## src/rtl/multi_button_shaper.sv

```systemverilog
// Multi-channel conditioner for active-low push buttons.
// Each channel has a 2-flop synchroniser, press/release debounce, a one-clock press pulse and optional auto-repeat.
module multi_button_shaper #(
  parameter int NUM_CH     = 4,
  parameter int DEB_CYCLES = 16,
  parameter int REP_EN     = 0,
  parameter int REP_DELAY  = 500,
  parameter int REP_PERIOD = 100,
  parameter int CNT_W      = 16
) (
  input  logic              Clk,
  input  logic              Rst,
  input  logic [NUM_CH-1:0] B_In,
  output logic [NUM_CH-1:0] B_Out,
  output logic [NUM_CH-1:0] B_Held
);

  typedef enum logic [1:0] {
    S_IDLE    = 2'd0,
    S_DEB_PRS = 2'd1,
    S_HELD    = 2'd2,
    S_DEB_REL = 2'd3
  } state_t;

  localparam logic [CNT_W-1:0] ONE     = CNT_W'(1);
  localparam logic [CNT_W-1:0] DEB_MAX = CNT_W'(DEB_CYCLES);
  localparam logic [CNT_W-1:0] REP_LAST = CNT_W'(REP_DELAY - 1);
  // After each repeat the counter restarts so that it needs REP_PERIOD more cycles
  // to reach REP_DELAY. A period longer than the delay clamps the restart value to zero.
  localparam logic [CNT_W-1:0] REP_RELOAD =
    CNT_W'((REP_PERIOD > REP_DELAY) ? 0 : (REP_DELAY - REP_PERIOD));

  logic [NUM_CH-1:0] sync1;
  logic [NUM_CH-1:0] sync2;

  // The synchroniser resets to all ones, which reads as every button released.
  always_ff @(posedge Clk or negedge Rst) begin
    if (!Rst) begin
      sync1 <= '1;
      sync2 <= '1;
    end else begin
      sync1 <= B_In;
      sync2 <= sync1;
    end
  end

  for (genvar i = 0; i < NUM_CH; i++) begin : g_ch
    state_t           state;
    logic [CNT_W-1:0] dcnt;
    logic [CNT_W-1:0] rcnt;
    logic             pulse;
    logic             held;

    always_ff @(posedge Clk or negedge Rst) begin
      if (!Rst) begin
        state <= S_IDLE;
        dcnt  <= '0;
        rcnt  <= '0;
        pulse <= 1'b0;
        held  <= 1'b0;
      end else begin
        pulse <= 1'b0;
        case (state)
          S_IDLE: begin
            if (!sync2[i]) begin
              state <= S_DEB_PRS;
              dcnt  <= ONE;
            end
          end
          S_DEB_PRS: begin
            if (sync2[i]) begin
              state <= S_IDLE;
              dcnt  <= '0;
            end else if (dcnt < DEB_MAX) begin
              dcnt <= dcnt + ONE;
            end else begin
              state <= S_HELD;
              pulse <= 1'b1;
              held  <= 1'b1;
              rcnt  <= '0;
            end
          end
          S_HELD: begin
            if (sync2[i]) begin
              state <= S_DEB_REL;
              dcnt  <= ONE;
            end else if (REP_EN != 0) begin
              if (rcnt >= REP_LAST) begin
                pulse <= 1'b1;
                rcnt  <= REP_RELOAD;
              end else begin
                rcnt <= rcnt + ONE;
              end
            end
          end
          S_DEB_REL: begin
            // Falling back to S_HELD keeps rcnt, so repeat timing resumes.
            if (!sync2[i]) begin
              state <= S_HELD;
            end else if (dcnt < DEB_MAX) begin
              dcnt <= dcnt + ONE;
            end else begin
              state <= S_IDLE;
              held  <= 1'b0;
              dcnt  <= '0;
            end
          end
          default: begin
            state <= S_IDLE;
            pulse <= 1'b0;
            held  <= 1'b0;
            dcnt  <= '0;
            rcnt  <= '0;
          end
        endcase
      end
    end

    assign B_Out[i]  = pulse;
    assign B_Held[i] = held;
  end

endmodule

```

## config.mk

```make
export PLATFORM = sky130hd
export DESIGN_NAME = multi_button_shaper
export DESIGN_NICKNAME = d
export VERILOG_FILES = /design/src/rtl/multi_button_shaper.sv
export SDC_FILE = /design/constraint.sdc
export NUM_CORES = 1
export LEC_CHECK = 0
export CORE_MARGIN = 1
export CORE_UTILIZATION = 43
export DETAILED_ROUTE_END_ITERATION = 6
export SLEW_MARGIN = 20
export SYNTH_ARGS = -nofsm -noshare
export SYNTH_HDL_FRONTEND = slang
export SYNTH_SLANG_ARGS = --single-unit
```

## constraint.sdc

```tcl
create_clock -name Clk -period 3.3 [get_ports Clk]
set_input_delay 0.495 -clock Clk [delete_from_list [all_inputs] [get_ports Clk]]
set_output_delay 0.495 -clock Clk [all_outputs]
set_load 0.05 [all_outputs]
```

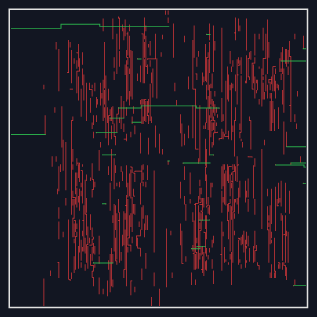
run_1/wires.png
Scale: 3 px per um. Two of the layers only.
metal 3 -> green  # wire length 184 um
metal 2 -> red  # wire length 3,210 um

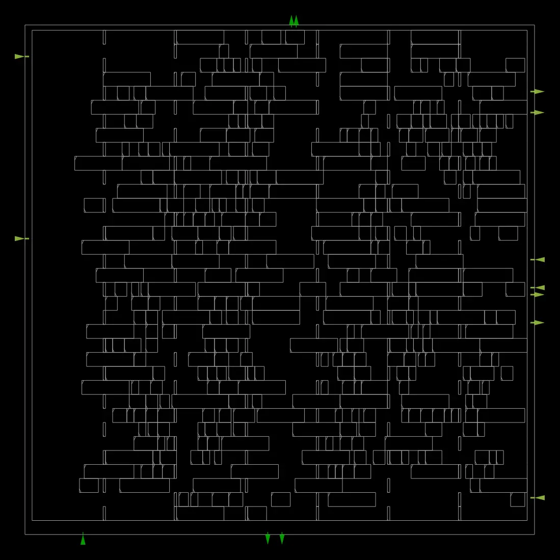
run_1/placement.png
final core occ: 48.3%
Final Non-Filler Cells: 509
fillers: 838

==> results.toml, run 1 <==
# implementation run metrics
[status]
status = "completed"

[power_and_ir_drop]
pwr-share-comb_pct = 8.1
p_leak_nw = 1.94
p_switching_mw = 0.521
swShare_pct = 24.4
p_clk_mw = 0.802
pg_comb_mw = 0.174

[synthesis]
top_area_share_pct = 49.5
synth-xor-area-share_pct = 1.08
ys_seq_share_pct = 54.7
yosys_area_um2 = 4040
synthAoiAreaFrac_pct = 16.0
synth_cell_type_count = 54
avgSynthCellArea_um2 = 10.4

[global_routing]
grt_use_met2_pct = 25.9
met1_usage_pct = 20.8
met3_usage_pct = 3.33
grt_max_degree = 57

[routing]
wl_met3_um = 184
vias = 2807
dr.pass1.iters = 5
via_per_inst = 5.51

[sta]
slew_headroom_pct = 45.1
final_max_slew_viol_count = 0
hold_viol = 0
final.setup.worst_slack_ns = 1.11
fin_skew_ns = 0.00473
tightestPinTransition_ns = 0.823

[finish]
comb_area_um2 = 1650
comb_share_pct = 37.5
largest_class = "flip-flops and latches"
buffer_area_share_pct = 3.23
area_growth_pct = 9.29
largest_register_ffs = 64
regArea_um2 = 2210
nClkBuffers = 11

[die]
pin_count = 14
fp-utilization_pct = 44.2
die_h_um = 98.9
die-area_um2 = 9790

[setup_path]
required_ns = 3.54
regToRegEndpoint = "g_ch[2].dcnt[2]$_DFFE_PN0P_"
critical_path.top_delay_family = "AND-OR/OR-AND gates"
cp_slowest_cell = "a21oi_2"
r2r_slack_ns = 1.11
r2r_cells = 5

[clocking]
root_buffer = "clkbuf_8"
clock-sinks = 88
clk-insertion-delay-late_ns = 0.35

[run]
warnings = 26
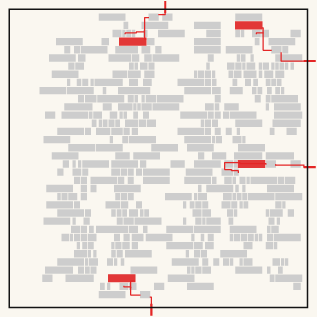
run_1/io_fan.png
Scale: 3 px per um.
`B_Held` -> red  # direction output, edge 2 east, 1 south, 1 north, end cells 4, buffers 4, wire 93.1 um

run_1/io_placement.png
Scale: 4 px per um. Pins as bars across the die edge, other pins in gray.
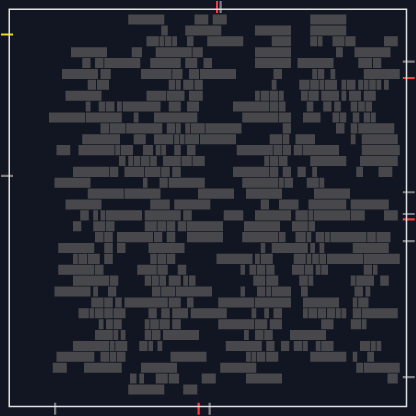

==> run 2: changes to the inputs <==
clock period = 1.9 ns   (was 3.3 ns; I/O delays follow)
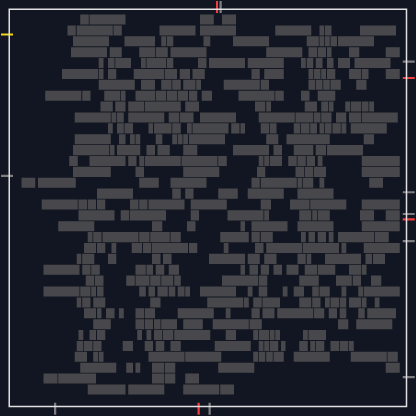
run_2/io_placement.png
Scale: 4 px per um. Pins as bars across the die edge, other pins in gray.
`B_Held` -> red  # pins 4, direction output, edge 2 east, 1 south, 1 north
`Clk` -> yellow  # pins 1, direction input, edge west

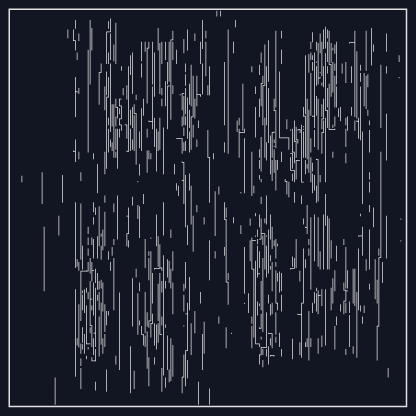
run_2/layer_met2.png
Scale: 4 px per um.
longest straight run = 30.9 um
nets with wire on the layer = 348

==> run 2 against run 1 <==
Via count grew 5.1%. Cell count up 5.5%. Synthesized cell count did not move. Worst hold slack improved by 0.16 ns. Maximum frequency rose by 16%. Clock-buffer cell count increased by 1. Critical path type unchanged.
==> results.toml, run 2 <==
# implementation run metrics
[status]
status = "completed"

[routing]
wl_met3_um = 216

[global_routing]
grt_max_degree = 34
grt_use_met2_pct = 26.6

[clocking]
clock-sinks = 88
root_buffer = "clkbuf_8"

[sta]
fin_skew_ns = 0.0125
final_max_slew_viol_count = 0
final.setup.worst_slack_ns = 0.00172

[setup_path]
required_ns = 2.20
critical_path.top_delay_family = "simple AND/OR/NAND/NOR gates"
cp_slowest_cell = "or4_4"

[finish]
final_core_util_pct = 51.0
regArea_um2 = 2210
fillers = 819
largest_class = "flip-flops and latches"
nClkBuffers = 12

[power_and_ir_drop]
p_clk_mw = 1.27

[synthesis]
ys_seq_share_pct = 54.7
yosys_area_um2 = 4040
top_area_share_pct = 49.5
run_2/placement.png
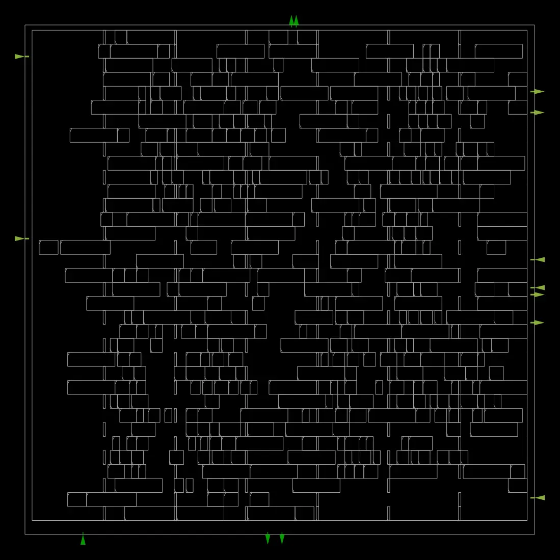

==> run 3: changes to the inputs <==
CORE_MARGIN = 2   (was 1)
SLEW_MARGIN = 30   (was 20)
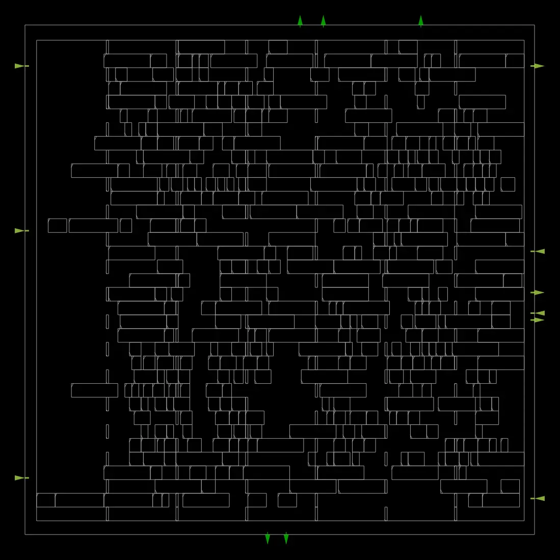
run_3/placement.png
flop count: 88
n_taps: 111
final core occ: 50.5%
Final Non-Filler Cells: 533

==> run 3 against run 2 <==
Combinational power down 4%. Sequential power about the same. Non-clock buffer count down 3. Sequential share of layout area up 0.20 points. Synthesized cell count unchanged.
==> results.toml, run 3 <==
# implementation run metrics
[finish]
nClkBuffers = 11
regArea_um2 = 2210
fillers = 836
n_antenna_cell = 0

[routing]
vias = 2917
wl_met3_um = 204

[global_routing]
grt_max_degree = 89
grt_use_met2_pct = 25.6

[placed_design]
place_area_um2 = 4380
portBuffers = 13

[synthesis]
yosys_area_um2 = 4040
ys_top_logic_family = "simple AND/OR/NAND/NOR gates"
top_area_share_pct = 49.5
ys_ff = 88
yosys-top-cells-count = "80 x dfrtp_1, 41 x nor2_1, 31 x nor2b_1"
yosys_warnings = 0

[clocking]
clock-sinks = 88
root_buffer = "clkbuf_8"
numCtsBuffers = 9

[status]
status = "completed"

[sta]
final_max_slew_viol_count = 0
fin_skew_ns = 0.0105
final.setup.worst_slack_ns = 0.0238
period_used_pct = 98.7

[setup_path]
cp-endpoint = "g_ch[3].dcnt[0]$_DFFE_PN0P_"
cp_slowest_cell = "or4_4"
critical_path.top_delay_family = "simple AND/OR/NAND/NOR gates"
regToRegEndpoint = "g_ch[3].dcnt[0]$_DFFE_PN0P_"

[power_and_ir_drop]
p_clk_mw = 1.19
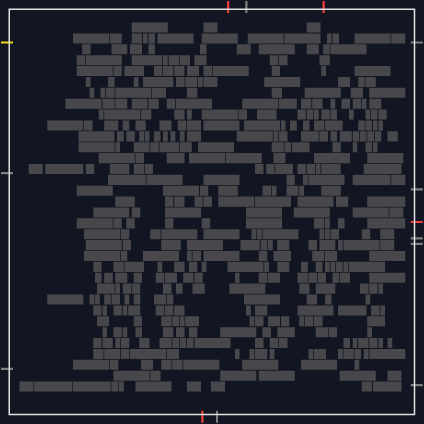
run_3/io_placement.png
Scale: 4 px per um. Pins as bars across the die edge, other pins in gray.
`Clk` -> yellow  # pins 1, direction input, edge west
`B_Held` -> red  # pins 4, direction output, edge 2 north, 1 south, 1 east

Power is estimated from default activity; no workload was simulated.
